<file path="src/rtl/gcd_pkg.sv">
// rtl/gcd_pkg.sv - shared encodings between the GCD controller and datapath
package gcd_pkg;

    localparam logic [1:0] CMP_NONE = 2'd0;
    localparam logic [1:0] CMP_EQ   = 2'd1;
    localparam logic [1:0] CMP_A_GT = 2'd2;
    localparam logic [1:0] CMP_B_GT = 2'd3;

    localparam logic [1:0] EDIT_NONE = 2'd0;
    localparam logic [1:0] EDIT_A    = 2'd1;
    localparam logic [1:0] EDIT_B    = 2'd2;

    typedef enum logic [1:0] {
        ST_IDLE  = 2'd0,
        ST_START = 2'd1,
        ST_RUN   = 2'd2,
        ST_HOLD  = 2'd3
    } dp_state_t;

endpackage

</file>
<file path="src/rtl/gcd_compare.sv">
// rtl/gcd_compare.sv - operand magnitude compare producing the controller compare code
module gcd_compare
    import gcd_pkg::*;
#(
    parameter int WIDTH = 8
) (
    input  logic [WIDTH-1:0] reg_a,
    input  logic [WIDTH-1:0] reg_b,
    input  logic             enable,
    output logic [1:0]       code
);

    always_comb begin
        code = CMP_NONE;
        if (enable) begin
            if (reg_a == reg_b) begin
                code = CMP_EQ;
            end else if (reg_a > reg_b) begin
                code = CMP_A_GT;
            end else begin
                code = CMP_B_GT;
            end
        end
    end

endmodule

</file>
<file path="src/rtl/gcd_datapath.sv">
// rtl/gcd_datapath.sv - operand/result datapath for the subtraction-based GCD engine
module gcd_datapath
    import gcd_pkg::*;
#(
    parameter int WIDTH     = 8,
    parameter int CNT_WIDTH = 16
) (
    input  logic                 clk,
    input  logic                 rst,
    input  logic                 in_valid,
    output logic                 in_ready,
    input  logic [WIDTH-1:0]     a_in,
    input  logic [WIDTH-1:0]     b_in,
    output logic                 start,
    output logic [1:0]           compare,
    input  logic [1:0]           edit_num,
    input  logic                 get_res,
    output logic                 out_valid,
    input  logic                 out_ready,
    output logic [WIDTH-1:0]     result,
    output logic [CNT_WIDTH-1:0] sub_count,
    output logic                 busy
);

    localparam logic [CNT_WIDTH-1:0] CNT_MAX = '1;

    dp_state_t      state;
    logic           rst_done;
    logic [WIDTH-1:0] reg_a;
    logic [WIDTH-1:0] reg_b;

    // rst_done keeps in_ready low during reset and for the first cycle after release
    assign in_ready = rst_done && (state == ST_IDLE);

    gcd_compare #(
        .WIDTH(WIDTH)
    ) u_compare (
        .reg_a  (reg_a),
        .reg_b  (reg_b),
        .enable (state == ST_RUN),
        .code   (compare)
    );

    always_ff @(posedge clk or negedge rst) begin
        if (!rst) begin
            state     <= ST_IDLE;
            rst_done  <= 1'b0;
            reg_a     <= '0;
            reg_b     <= '0;
            result    <= '0;
            sub_count <= '0;
            start     <= 1'b0;
            busy      <= 1'b0;
            out_valid <= 1'b0;
        end else begin
            rst_done <= 1'b1;
            case (state)
                ST_IDLE: begin
                    if (in_ready && in_valid) begin
                        reg_a     <= a_in;
                        reg_b     <= b_in;
                        sub_count <= '0;
                        // The controller never sees zero operands: it could not terminate on them
                        if (a_in == '0 || b_in == '0) begin
                            result    <= a_in | b_in;
                            out_valid <= 1'b1;
                            state     <= ST_HOLD;
                        end else begin
                            start <= 1'b1;
                            busy  <= 1'b1;
                            state <= ST_START;
                        end
                    end
                end
                ST_START: begin
                    start <= 1'b0;
                    state <= ST_RUN;
                end
                ST_RUN: begin
                    if (get_res) begin
                        result    <= reg_a;
                        busy      <= 1'b0;
                        out_valid <= 1'b1;
                        state     <= ST_HOLD;
                    end else begin
                        case (edit_num)
                            EDIT_A: begin
                                reg_a <= reg_a - reg_b;
                                if (sub_count != CNT_MAX) begin
                                    sub_count <= sub_count + CNT_WIDTH'(1);
                                end
                            end
                            EDIT_B: begin
                                reg_b <= reg_b - reg_a;
                                if (sub_count != CNT_MAX) begin
                                    sub_count <= sub_count + CNT_WIDTH'(1);
                                end
                            end
                            EDIT_NONE: ;
                            default: ;
                        endcase
                    end
                end
                ST_HOLD: begin
                    if (out_ready) begin
                        out_valid <= 1'b0;
                        state     <= ST_IDLE;
                    end
                end
                default: begin
                    state <= ST_IDLE;
                end
            endcase
        end
    end

endmodule
</file>
<file path="config.mk">
export PLATFORM = sky130hd
export DESIGN_NAME = gcd_datapath
export DESIGN_NICKNAME = d
export VERILOG_FILES = /design/src/rtl/gcd_pkg.sv /design/src/rtl/gcd_compare.sv /design/src/rtl/gcd_datapath.sv
export SDC_FILE = /design/constraint.sdc
export NUM_CORES = 1
export LEC_CHECK = 0
export CAP_MARGIN = 20
export CORE_ASPECT_RATIO = 1.75
export CORE_MARGIN = 8
export CORE_UTILIZATION = 55
export CTS_CLUSTER_SIZE = 8
export DETAILED_ROUTE_END_ITERATION = 6
export PLACE_DENSITY = 0.79
export SLEW_MARGIN = 20
export SYNTH_ARGS = -nofsm -noshare
export SYNTH_HDL_FRONTEND = slang
export SYNTH_SLANG_ARGS = --single-unit
</file>
<file path="constraint.sdc">
create_clock -name clk -period 4.6 [get_ports clk]
set_input_delay 0.46 -clock clk [delete_from_list [all_inputs] [get_ports clk]]
set_output_delay 0.46 -clock clk [all_outputs]
set_load 0.02 [all_outputs]
</file>
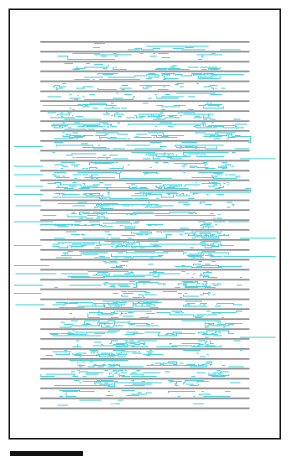
Fig. 1. Signal wires on met1 (run 1).
Scale bar: 20 microns. Supply wires on this layer in grey.
wire length on this layer = 3210 microns
nets with wire on the layer = 410
share of all routed wire = 37%
main direction = horizontal
met1 global-route usage: 22.6%
total via count in the routed design: 2924
wirelength, routed: 8700 microns

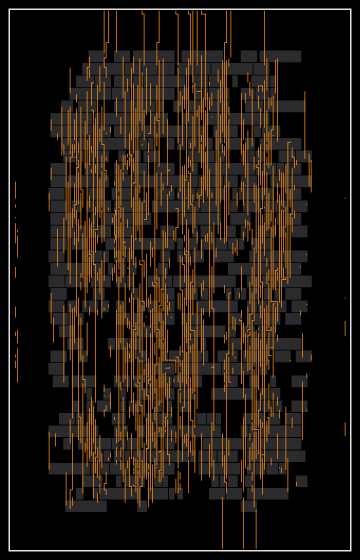
Fig. 2. Metal 2 (run 1).
Cells faint in the background.
main direction = vertical
share of all routed wire = 53%
longest straight run = 49.6 microns
wire length on this layer = 4570 microns

==> metrics.log, run 1 <==
[flow] collecting metrics
INFO  metric outcome = finished, final reports clean
INFO  metric number_of_enable_type_register_cells_in_the_synthesized_netlist = 0
INFO  metric clock.fmax = 292 MHz
INFO  metric finalCritPeriodShare = 74.4%
INFO  metric grt_antenna_before_repair = 0
INFO  metric met2RoutedLength = 4570 microns
INFO  metric drv_slew = 0
INFO  metric remaining_drc_errors = 0
INFO  metric total_leakage_power = 0.00165 uW
INFO  metric clock_sink_count = 46
INFO  metric synthArstFlopShare = 100%
INFO  metric pg_clk = 319 uW
INFO  metric fin_tns_setup = 0 ns
INFO  metric synth.most_common_cell = dfrtp_1
INFO  metric cp_num_buf_inv = 2
INFO  metric critPathMaxStageDelay = 0.60 ns
INFO  metric post_synth_fa_ha_maj_area_fraction = 10.1%
INFO  metric postSynth.topFlopCell = dfrtp_1
INFO  metric grt.busiest_layer = met2
INFO  metric worst_ep_required_time = 4.14 ns
INFO  metric critical_path_peak_fanout = 9
INFO  metric yosys_warnings = 0
INFO  metric top_area_share = 35.5%
INFO  metric layout.sequential_cells = 46
INFO  metric place_worst_setup_slack = 1.56 ns
INFO  metric cts_max_path_buffers = 2
INFO  metric buffer_area_share = 13.6%
INFO  metric grt_overflow = 0
INFO  metric timing.hold.worst.class = input pin to asynchronous set/reset pin
INFO  metric hpwl_reported_at_the_end_of_detailed_placement = 6690 microns
INFO  metric placeableCoreArea = 5790 sq um
INFO  metric pin_count_of_the_biggest_net_entering_global_routing = 47
INFO  metric antenna-diode-count = 0
INFO  metric ys_seq_share = 35.5%
INFO  metric clk-insertion-delay-late = 0.32 ns
INFO  metric detail_route.vias_per_cell = 5.96
INFO  metric layout.cells.largest_class = logic gates
INFO  metric ant_nets = 0
INFO  metric largest_register_ffs = 16
INFO  metric yosysUniqueCellTypes = 58
INFO  metric ys_seq_elements = 46
INFO  metric synth.mux.area_fraction = 6.60%
INFO  metric netlist_logic_family_top = AND-OR/OR-AND gates
INFO  metric p_sw = 1260 uW
INFO  metric drt_iter0_markers = 162
INFO  metric clock_tree.htree_level_count = 2
INFO  metric detail_route.first_pass.iterations = 4
INFO  metric postCtsSetupRepairBufs = 0
INFO  metric clk_root_buffer_cell = clkbuf_8
INFO  metric dominant_logic_cell_types_in_the_final_layout = clkdlybuf4s50_1 (51), dfrtp_1 (46), o21ai_0 (31), a21oi_1 (31), nand2_1 (28)
INFO  metric area.share.sequential = 29.3%
INFO  metric max_cap_viol_count = 0
INFO  metric grt_pass1_vias = 3065
INFO  metric met3WireLength = 443 microns
INFO  metric synthesis.instances = 366
INFO  metric die_area = 8700 sq um
INFO  metric die.size.x = 74.0 microns
INFO  metric category_of_the_most_critical_setup_path = flop to primary output
INFO  metric share_clk_of_total_power = 11.9%
INFO  metric ys_sh_xor = 1.08%
INFO  metric fraction_of_area_in_multi_input_gates = 49.2%
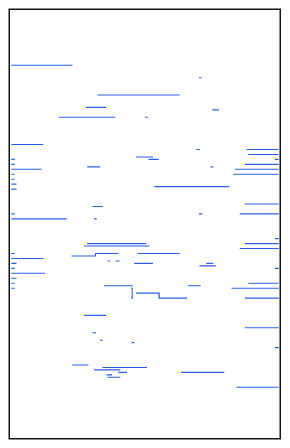
Fig. 3. M3 wires (run 1).
nets with wire on the layer = 59
longest straight run = 22.3 microns
wire length on this layer = 443 microns
share of all routed wire = 5.1%
main direction = horizontal

-- run 1: per-stage QoR --
step	power [uW]	instances	util, %	instance area [sq um]	hold slack (ns)
4_1_cts	2690	491	67.8	3920	0.368
5_1_grt	2910	491	67.8	3930	0.184
2_1_floorplan	1860	366	-	3240	0.164
3_5_place_dp	2360	483	65.8	3810	0.500
3_3_place_gp	2340	483	65.8	3810	0.494
6_report	2690	491	67.8	3930	0.141
-- run 1: path summary, 6_finish.rpt --
path,start,end,slack [ns],cells past startpoint
worst max-delay path,reg_a[2],compare[0],1.18,8
worst min-delay path,rst,sub_count[2],0.14,1
worst max register to register,state[0],reg_b[3],1.62,7
worst min register to register,result[2],result[2],0.52,1
max in group asynchronous,rst,result[1],4.05,1
min in group clk,result[2],result[2],0.52,1
Fig. 4: run 1, signal wires on met4
Supply wires on this layer in grey.
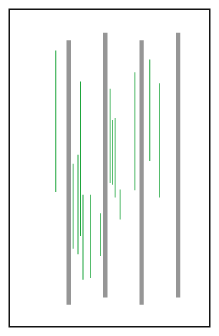

==> run 2: changes to the inputs <==
--- a/config.mk
+++ b/config.mk
@@ -8,10 +8,10 @@
 export CAP_MARGIN = 20
 export CORE_ASPECT_RATIO = 1.75
 export CORE_MARGIN = 8
-export CORE_UTILIZATION = 55
+export CORE_UTILIZATION = 54
 export CTS_CLUSTER_SIZE = 8
 export DETAILED_ROUTE_END_ITERATION = 6
-export PLACE_DENSITY = 0.79
+export PLACE_DENSITY = 0.78
 export SLEW_MARGIN = 20
 export SYNTH_ARGS = -nofsm -noshare
 export SYNTH_HDL_FRONTEND = slang
==> constraint.sdc (replaced) <==
create_clock -name clk -period 3.2 [get_ports clk]
set_input_delay 0.32 -clock clk [delete_from_list [all_inputs] [get_ports clk]]
set_output_delay 0.32 -clock clk [all_outputs]
set_load 0.02 [all_outputs]
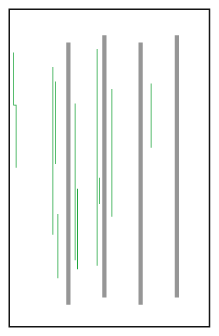
Fig. 5. Signal wires on met4 (run 2).
Supply wires on this layer in grey.
wire length on this layer = 411 microns
main direction = vertical
total via count in the routed design: 2917
wirelength, routed: 8460 microns

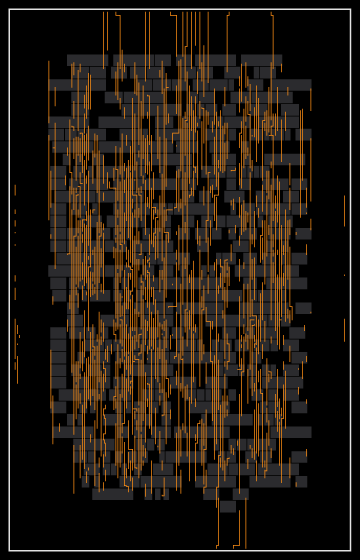
Fig. 6. Metal 2 (run 2).
Cells faint in the background.
nets with wire on the layer = 403
share of all routed wire = 54%
longest straight run = 43.5 microns
main direction = vertical
wire length on this layer = 4570 microns

==> metrics.log, run 2 <==
[flow] collecting metrics
INFO  metric cp_num_buf_inv = 2
INFO  metric grt.busiest_layer = met2
INFO  metric number_of_enable_type_register_cells_in_the_synthesized_netlist = 0
INFO  metric clock.fmax = 338 MHz
INFO  metric synth.mux.area_fraction = 6.60%
INFO  metric met3WireLength = 310 microns
INFO  metric category_of_the_most_critical_setup_path = flop to primary output
INFO  metric remaining_drc_errors = 0
INFO  metric hpwl_reported_at_the_end_of_detailed_placement = 6510 microns
INFO  metric internal-power = 2080 uW
INFO  metric number_of_buffers_created_by_cts = 5
INFO  metric netlist_logic_family_top = AND-OR/OR-AND gates
INFO  metric pg_clk = 434 uW
INFO  metric outcome = finished, final reports clean
INFO  metric ant_nets = 0
INFO  metric yosys_warnings = 0
INFO  metric met2RoutedLength = 4570 microns
INFO  metric critPathMaxStageDelay = 0.41 ns
INFO  metric fin_tns_setup = 0 ns
INFO  metric ys_sh_xor = 1.08%
INFO  metric setup_slack_on_the_worst_flop_to_flop_path = 0.72 ns
INFO  metric ys_cells = 366
INFO  metric postSynth.topFlopCell = dfrtp_1
INFO  metric grt_pass1_vias = 3004
INFO  metric critical_path_depth = 8
INFO  metric routed.top_layer = met4
INFO  metric hold-worst-slack = 0.0176 ns
INFO  metric critPathArrivalTime = 2.64 ns
INFO  metric pin_count_of_the_biggest_net_entering_global_routing = 47
INFO  metric detail_route.first_pass.iterations = 4
INFO  metric placeableCoreArea = 5830 sq um
INFO  metric crit-reg2reg-capture = sub_count[6]
INFO  metric die_area = 8830 sq um
INFO  metric timing.critical_path.to = compare[0]
INFO  metric clk-insertion-delay-late = 0.30 ns
INFO  metric die.size.x = 74.6 microns
INFO  metric io_buffer_count = 52
INFO  metric r2r_cells = 7
INFO  metric peakVddDrop = 0.601 mV
INFO  metric detail_route.vias_per_cell = 5.89
INFO  metric num_io_pins = 53
INFO  metric comb_power_share = 65.1%
INFO  metric p_sw = 1770 uW
INFO  metric ctsResizeCount = 1
INFO  metric syn_avg_cell_area = 8.85 sq um
INFO  metric r2r_start = state[1]
INFO  metric clock_tree.htree_level_count = 2
INFO  metric synthesis.instances = 366
INFO  metric drv_slew = 0
INFO  metric clk_root_buffer_cell = clkbuf_8
INFO  metric share_clk_of_total_power = 11.3%
INFO  metric grt_usage = 20.1%
INFO  metric largest_register_ffs = 16
INFO  metric total_leakage_power = 0.00167 uW
INFO  metric clock_sink_count = 46
INFO  metric grt_antenna_before_repair = 0
INFO  metric timing.hold.worst.class = input pin to asynchronous set/reset pin
INFO  metric wl_per_cell = 17.1 microns
INFO  metric antenna-diode-count = 0
INFO  metric synth.most_common_cell = dfrtp_1
INFO  metric powerSeq = 910 uW
INFO  metric critical_path.startpoint = reg_a[2]
INFO  metric top_area_share = 35.5%
INFO  metric critical_path_peak_fanout = 9
INFO  metric met1_global_route_usage = 20.7%
INFO  metric grt_overflow = 0
INFO  metric postCtsSetupRepairBufs = 0
INFO  metric ys_seq_share = 35.5%
INFO  metric yosysUniqueCellTypes = 58
INFO  metric cts_max_path_buffers = 2
INFO  metric post_synth_fa_ha_maj_area_fraction = 10.1%
INFO  metric p_comb = 2510 uW
INFO  metric dominant_logic_cell_types_in_the_final_layout = clkdlybuf4s50_1 (50), dfrtp_1 (46), o21ai_0 (31), a21oi_1 (31), nand2_1 (28)
INFO  metric ys_seq_elements = 46
run 2: cell counts after synthesis:
No cell type changed its count.
run 2: layout make-up:
cell class / count / area [sq um]
inverter: 27 / 101
timing repair buffer: 58 / 562
multi-input combinational: 278 / 1930
clock inverter: 1 / 30.0
sequential: 46 / 1150
fill: 534 / 1890
clock buffer: 7 / 76.3
tap: 78 / 97.6
run 2: stage by stage:
step                      util (%)  power [uW]  std cells  cell area [sq um]  setup slack [ns]
after CTS                     67.6        3860        495               3950             0.244
after floorplan                  -        2680        366               3240             0.890
after detailed placement      65.8        3410        487               3840             0.318
after global routing          67.7        4180        495               3950            0.0837
after global placement        65.8        3350        487               3840             0.369
final                         67.7        3850        495               3950             0.238
Power is estimated from default activity; no workload was simulated.
